**src/rtl/imem_loader_if.sv**
```systemverilog
// rtl/imem_loader_if.sv - Wishbone slave bus bundle for the instruction memory loader
interface imem_loader_if;
   logic        wbs_stb_i;
   logic        wbs_cyc_i;
   logic        wbs_we_i;
   logic [3:0]  wbs_sel_i;
   logic [31:0] wbs_adr_i;
   logic [31:0] wbs_dat_i;
   logic        wbs_ack_o;
   logic [31:0] wbs_dat_o;

   modport master (
      output wbs_stb_i, wbs_cyc_i, wbs_we_i, wbs_sel_i, wbs_adr_i, wbs_dat_i,
      input  wbs_ack_o, wbs_dat_o
   );

   modport slave (
      input  wbs_stb_i, wbs_cyc_i, wbs_we_i, wbs_sel_i, wbs_adr_i, wbs_dat_i,
      output wbs_ack_o, wbs_dat_o
   );
endinterface

```
**src/rtl/imem_loader.sv**
```systemverilog
// rtl/imem_loader.sv - Wishbone word-to-byte serializer feeding the instruction memory
module imem_loader #(
   parameter logic [31:0] BASE_ADDR = 32'h3000_0000,
   parameter int          ADDR_W    = 8
) (
   input  logic              clock,
   input  logic              reset,
   imem_loader_if.slave      wb,
   output logic [ADDR_W-1:0] instr_mem_addr,
   output logic [7:0]        instr_mem_data,
   output logic              instr_mem_en,
   output logic              cpu_hold,
   output logic              busy
);

   localparam logic [3:0] OFF_PTR    = 4'h0;
   localparam logic [3:0] OFF_DATA   = 4'h4;
   localparam logic [3:0] OFF_STATUS = 4'h8;
   localparam logic [3:0] OFF_HOLD   = 4'hC;

   typedef enum logic [1:0] {IDLE, SHIFT, ACK} state_t;

   state_t            state;
   logic [ADDR_W-1:0] ptr;
   logic [ADDR_W-1:0] count;
   logic [31:0]       shreg;
   logic [3:0]        mask;
   logic [1:0]        lane;

   logic              req;
   logic [3:0]        off;
   logic [31:0]       status_word;
   logic [ADDR_W-1:0] ptr_step;
   logic [ADDR_W-1:0] count_step;

   // Request decode, status image and the pointer/counter values after the current lane.
   // mask[0] always describes the lane currently on the memory port.
   always_comb begin
      req         = wb.wbs_stb_i & wb.wbs_cyc_i & (wb.wbs_adr_i[31:4] == BASE_ADDR[31:4]);
      off         = wb.wbs_adr_i[3:0];
      status_word = {8'h00, 8'(count), 8'(ptr), 7'h00, busy};
      ptr_step    = mask[0] ? ptr + ADDR_W'(1) : ptr;
      count_step  = (mask[0] && count != '1) ? count + ADDR_W'(1) : count;
   end

   // Control FSM: register accesses ack next cycle, DATA writes drain four lanes then ack.
   // Memory port outputs are loaded one cycle ahead so each lane appears on its own cycle.
   always_ff @(posedge clock or negedge reset) begin
      if (!reset) begin
         state          <= IDLE;
         wb.wbs_ack_o   <= 1'b0;
         wb.wbs_dat_o   <= 32'h0;
         instr_mem_en   <= 1'b0;
         instr_mem_addr <= '0;
         instr_mem_data <= 8'h00;
         ptr            <= '0;
         count          <= '0;
         cpu_hold       <= 1'b1;
         busy           <= 1'b0;
         shreg          <= 32'h0;
         mask           <= 4'h0;
         lane           <= 2'd0;
      end else begin
         case (state)
            IDLE: begin
               if (req) begin
                  if (wb.wbs_we_i && off == OFF_DATA) begin
                     shreg          <= wb.wbs_dat_i;
                     mask           <= wb.wbs_sel_i;
                     lane           <= 2'd0;
                     busy           <= 1'b1;
                     instr_mem_en   <= wb.wbs_sel_i[0];
                     instr_mem_addr <= ptr;
                     instr_mem_data <= wb.wbs_dat_i[7:0];
                     state          <= SHIFT;
                  end else begin
                     wb.wbs_dat_o <= 32'h0;
                     if (wb.wbs_we_i) begin
                        case (off)
                           OFF_PTR: begin
                              ptr   <= wb.wbs_dat_i[ADDR_W-1:0];
                              count <= '0;
                           end
                           OFF_HOLD: cpu_hold <= wb.wbs_dat_i[0];
                           default: ;
                        endcase
                     end else begin
                        case (off)
                           OFF_PTR:    wb.wbs_dat_o <= 32'(ptr);
                           OFF_STATUS: wb.wbs_dat_o <= status_word;
                           OFF_HOLD:   wb.wbs_dat_o <= {31'h0, cpu_hold};
                           default:    wb.wbs_dat_o <= 32'h0;
                        endcase
                     end
                     wb.wbs_ack_o <= 1'b1;
                     state        <= ACK;
                  end
               end
            end
            SHIFT: begin
               ptr   <= ptr_step;
               count <= count_step;
               if (lane == 2'd3) begin
                  instr_mem_en <= 1'b0;
                  busy         <= 1'b0;
                  wb.wbs_dat_o <= 32'h0;
                  wb.wbs_ack_o <= 1'b1;
                  state        <= ACK;
               end else begin
                  lane           <= lane + 2'd1;
                  shreg          <= {8'h00, shreg[31:8]};
                  mask           <= {1'b0, mask[3:1]};
                  instr_mem_en   <= mask[1];
                  instr_mem_addr <= ptr_step;
                  instr_mem_data <= shreg[15:8];
               end
            end
            ACK: begin
               wb.wbs_ack_o <= 1'b0;
               wb.wbs_dat_o <= 32'h0;
               state        <= IDLE;
            end
            default: state <= IDLE;
         endcase
      end
   end

endmodule

```
**src/flat_wrapper.sv**
```systemverilog
// flat-port wrapper written by rule: the top's interface ports become plain ports
module imem_loader_flat 
#(
   parameter logic [31:0] BASE_ADDR = 32'h3000_0000,
   parameter int          ADDR_W    = 8
)
  (clock, reset, instr_mem_addr, instr_mem_data, instr_mem_en, cpu_hold, busy, wb_wbs_stb_i, wb_wbs_cyc_i, wb_wbs_we_i, wb_wbs_sel_i, wb_wbs_adr_i, wb_wbs_dat_i, wb_wbs_ack_o, wb_wbs_dat_o);
  imem_loader_if wb_i ();
  input  logic clock;
  input  logic reset;
  output logic [ADDR_W-1:0] instr_mem_addr;
  output logic [7:0] instr_mem_data;
  output logic instr_mem_en;
  output logic cpu_hold;
  output logic busy;
  input wire logic [$bits(wb_i.wbs_stb_i)-1:0] wb_wbs_stb_i;
  input wire logic [$bits(wb_i.wbs_cyc_i)-1:0] wb_wbs_cyc_i;
  input wire logic [$bits(wb_i.wbs_we_i)-1:0] wb_wbs_we_i;
  input wire logic [$bits(wb_i.wbs_sel_i)-1:0] wb_wbs_sel_i;
  input wire logic [$bits(wb_i.wbs_adr_i)-1:0] wb_wbs_adr_i;
  input wire logic [$bits(wb_i.wbs_dat_i)-1:0] wb_wbs_dat_i;
  output wire logic [$bits(wb_i.wbs_ack_o)-1:0] wb_wbs_ack_o;
  output wire logic [$bits(wb_i.wbs_dat_o)-1:0] wb_wbs_dat_o;
  assign wb_i.wbs_stb_i = wb_wbs_stb_i;
  assign wb_i.wbs_cyc_i = wb_wbs_cyc_i;
  assign wb_i.wbs_we_i = wb_wbs_we_i;
  assign wb_i.wbs_sel_i = wb_wbs_sel_i;
  assign wb_i.wbs_adr_i = wb_wbs_adr_i;
  assign wb_i.wbs_dat_i = wb_wbs_dat_i;
  assign wb_wbs_ack_o = wb_i.wbs_ack_o;
  assign wb_wbs_dat_o = wb_i.wbs_dat_o;
  imem_loader #(.BASE_ADDR(BASE_ADDR), .ADDR_W(ADDR_W)) u_core (.clock(clock), .reset(reset), .wb(wb_i), .instr_mem_addr(instr_mem_addr), .instr_mem_data(instr_mem_data), .instr_mem_en(instr_mem_en), .cpu_hold(cpu_hold), .busy(busy));
endmodule
```
**config.mk**
```make
export PLATFORM = sky130hd
export DESIGN_NAME = imem_loader_flat
export DESIGN_NICKNAME = d
export VERILOG_FILES = /design/src/rtl/imem_loader_if.sv /design/src/rtl/imem_loader.sv /design/src/flat_wrapper.sv
export SDC_FILE = /design/constraint.sdc
export NUM_CORES = 1
export LEC_CHECK = 0
export ABC_AREA = 0
export CORE_MARGIN = 2
export CORE_UTILIZATION = 51
export CTS_BUF_LIST = sky130_fd_sc_hd__clkbuf_4 sky130_fd_sc_hd__clkbuf_8
export CTS_CLUSTER_DIAMETER = 30
export DETAILED_ROUTE_END_ITERATION = 6
export PLACE_DENSITY = 0.82
export SETUP_SLACK_MARGIN = 0.2
export SLEW_MARGIN = 5
export SYNTH_ARGS = -nofsm -noshare
export SYNTH_HDL_FRONTEND = slang
export SYNTH_SLANG_ARGS = --single-unit
```
**constraint.sdc**
```tcl
create_clock -name clock -period 2.52 [get_ports clock]
set_clock_uncertainty 0.05 [all_clocks]
set_input_delay 0.63 -clock clock [delete_from_list [all_inputs] [get_ports clock]]
set_output_delay 0.63 -clock clock [all_outputs]
set_load 0.03 [all_outputs]
```
### Sequential cells grouped by signal name

The bar under the picture is 20 um long. Other sequential cells in the stronger grey, the rest of the logic in the fainter grey.
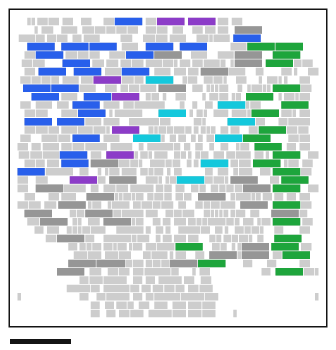
[purple] u_core.instr_mem_data | sequential cells: 7
[blue] u_core.shreg | sequential cells: 25 | where: top left
[cyan] u_core.ptr | sequential cells: 8
[green] u_core.wb.wbs_dat_o | sequential cells: 24

### Cell classes on the final placement

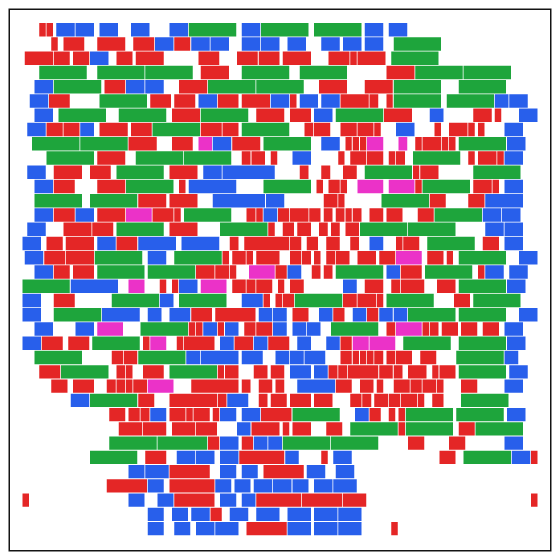
[blue] other buffers and delay cells | cells: 167 | share of their area: 25%
[green] flip-flops | cells: 92 | share of their area: 34%
[red] all other logic | cells: 306 | share of their area: 38%
[magenta] clock drivers and dummy loads | cells: 16 | share of their area: 2.7%

### Clock wiring as the flow saved it

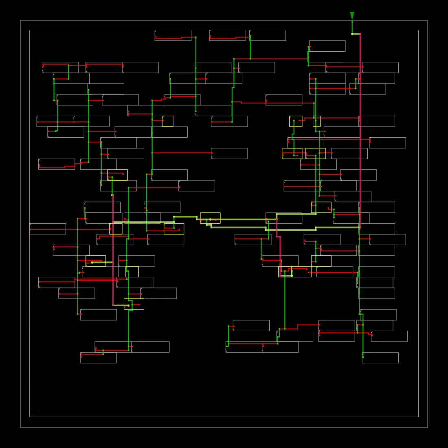
# clk buffers: 10
FFs & Latches: 92

==> results.toml <==
# physical design summary
[global_routing]
grt_start_max_net_pins = 42
grt_pass1_wl_um = 20100
grt_antenna_before_repair = 0
gr-usage-all-layers_pct = 24.3
vias_in_the_first_global_route = 4032
gr-total-overflow = 0

[setup_path]
r2r_cells = 7
crit-reg2reg-capture = "u_core.shreg[20]"
crit_path_cell_trace = "clkdlybuf4s50_1 -> nand3_2 -> o31ai_4 -> nand2_4 -> clkbuf_16 -> mux2_4"
critical_path.startpoint_type = "input port"
criticalPathCategory = "input port to register"
crit-reg2reg-launch = "u_core.state[0]"
slowest_stage = "sky130_fd_sc_hd__clkdlybuf4s50_1"
timing.critical_path.fanout_max = 8

[power]
power_per_cell_area_nw_per_um2 = 381
cellInternalPower_mw = 2.00
power_frac_comb_pct = 8.9
power_switching_share_pct = 24.9
power.share.sequential_pct = 55.6
clkPwrFrac_pct = 35.6
p_leak_nw = 3.32
netSwitchingPower_mw = 0.663

[sta]
worst_setup_margin_ns = 0.259
drv_slew = 0
finalHoldWorstSlack_ns = 0.192
totalNegativeSetupSlack_ns = 0
rsz0062_at_grt = "false"
timing_worst_slew_pin_value_ns = 0.568
timing.final.crit_period_ns = 2.26
max-slew-margin-rel_pct = 62.2
period_used_pct = 89.7

[clock_network]
cts.htree.levels = 3
sinks_on_clock_net = 92
tritoncts_clock_tree = "built"
clockRootBuffer = "sky130_fd_sc_hd__clkbuf_8"
clk_pin_slew_worst_paths_ns = 0.10
cts_buffers = 9
clock_insertion_delay_worst_skew_ns = 0.35

[synth]
synth.top_cells.by_area = "sky130_fd_sc_hd__dfrtp_1, sky130_fd_sc_hd__mux2_4, sky130_fd_sc_hd__mux2_2, sky130_fd_sc_hd__a22o_1, sky130_fd_sc_hd__buf_4"
syn-cell-area_sq_um = 5000
post_synth_inst_count = 429
syn_avg_cell_area_sq_um = 11.7
yosysUniqueCellTypes = 69
synthesis.yosys.warnings = 0
postSynthSeqShare_pct = 46.0
ys.flop_type = "sky130_fd_sc_hd__dfrtp_1"
cell_type_with_the_highest_aggregate_area_in_the_netlist = "sky130_fd_sc_hd__dfrtp_1"
yosys_register_bits = 92
commonest_cells_in_the_netlist = "sky130_fd_sc_hd__dfrtp_1, sky130_fd_sc_hd__mux2_2, sky130_fd_sc_hd__nand2_1, sky130_fd_sc_hd__mux2_4, sky130_fd_sc_hd__a22o_1"
edff_count_synth = 0
yosysChipArea_sq_um = 5000

[route]
vias_per_cell = 5.53
count_of_unresolved_drc_violations_after_routing = 0
route.antenna.remaining_nets = 0
detailroute.via_count = 3948
totalWireLength_um = 12800
routed_wire_length_per_instance_um = 17.9
drt_pass1_iterations = 5
dr.first_iter.drc_count = 231

[floorplanning]
die_height_um = 103
total_die_size_sq_um = 10600
std_cell_rows = 36

[finish]
n_fill_cell = 690
combined_area_of_the_multi_input_logic_cells_sq_um = 2540
syn2layout_area_growth_pct = 39.6
drive_gt1_share_pct = 26.9
insertedDiodeCount = 0
flop_area_sq_um = 2300
final_cells = 714

[min_path]
worst_hold_path_type = "input port to asynchronous set/reset pin"

[placed_design]
portBuffers = 116
placement.setup.worst_slack_ns = -0.436
place_hpwl_um = 8900
place.detailed.instances = 687
gp_congestion = 0.881

[job]
drv_cap = 0
openroad.warnings = 30

[outcome]
status = "complete, no violations"
## metrics by stage
step / power, mW / cell area (sq um)
after global routing: 2.76 / 6990
final: 2.66 / 6990
after detailed placement: 1.75 / 6490
after floorplan: 1.58 / 5030
after CTS: 2.67 / 6870
after global placement: 1.74 / 6490
## layer usage
metal | wire, um | vias to the layer above | global-route usage, %
met2 | 6560 | 129 | 42.1
met3 | 687 | 18 | 4.61
li1 | - | 1842 | -
met1 | 5370 | 1959 | 31.3
met4 | 175 | 0 | 6.58
met5 | 0 | - | 0
## power groups by stage
stage	clock, mW	combinational (mW)	sequential [mW]
2_1_floorplan	0	0.0669	1.51
3_3_place_gp	0	0.236	1.51
3_5_place_dp	0	0.242	1.51
4_1_cts	0.955	0.239	1.48
5_1_grt	1.03	0.255	1.48
6_report	0.947	0.236	1.48
## layout by cell type, fill, tap and decap left out, drive strengths merged, types with 8 or more instances in the layout
cell type and n:
inv 20, nand3 16, nand2 31, mux2 62
clkbuf 12, a22o 27, dlygate4sd2 16, buf 50
o21ai 16, nor2 18, conb 8, mux2i 9
dfrtp 91, clkdlybuf4s50 83, dlymetal6s2s 10
## cell type report
cell class	instances	area share [%]
clock buffers	10	1.97
clock inverters	6	0.681
inverters	19	1.02
multi-input cells	287	36.4
flip-flops and latches	92	33.0
well taps	133	2.38
repair buffers	167	24.6
## how the worst max path moves through the flow
stage                               end             start  slack [ns]
6_report               u_core.shreg[20]   wb_wbs_adr_i[2]        0.26
5_1_grt        u_core.instr_mem_addr[7]  wb_wbs_adr_i[21]        0.19
4_1_cts                u_core.shreg[22]  wb_wbs_adr_i[22]        0.18
3_5_place_dp            u_core.count[4]  wb_wbs_adr_i[13]       -0.44
3_3_place_gp            u_core.count[4]  wb_wbs_adr_i[13]       -0.30
2_1_floorplan             u_core.ptr[0]  wb_wbs_adr_i[25]        0.21
## timing repair
action,4_1_cts,5_1_grt
cloned,2,2
buffers inserted,7,0
endpoints found under the setup margin,85,67
pin swaps,19,12
gates resized,46,22
## worst max-delay path: cells and delay by family
family,cells,cell delay (ns)
AOI/OAI and AO/OA,1,0.35
buffers and inverters,2,0.83
and+or+nand+nor,2,0.35
muxes,1,0.29
## flip-flops by register name, summed over array words and instances, names as in the netlist, 4 cells and up
name and cells:
u_core.wb.wbs_dat_o 24, u_core.shreg 25, u_core.instr_mem_data 7, u_core.mask 4
u_core.instr_mem_addr 8, u_core.count 8, u_core.ptr 8
## kinds of logic after synthesis
| group | synth area share [%] |
|---|---|
| AOI/OAI and AO/OA | 13.2 |
| xor gates and xnor gates | 1.23 |
| buffers and inverters | 6.05 |
| other | 0.0749 |
| muxes | 17.9 |
| DFF | 46.0 |
| and+or+nand+nor | 13.7 |
| adders and majority gates | 1.75 |
Power is estimated from default activity; no workload was simulated.
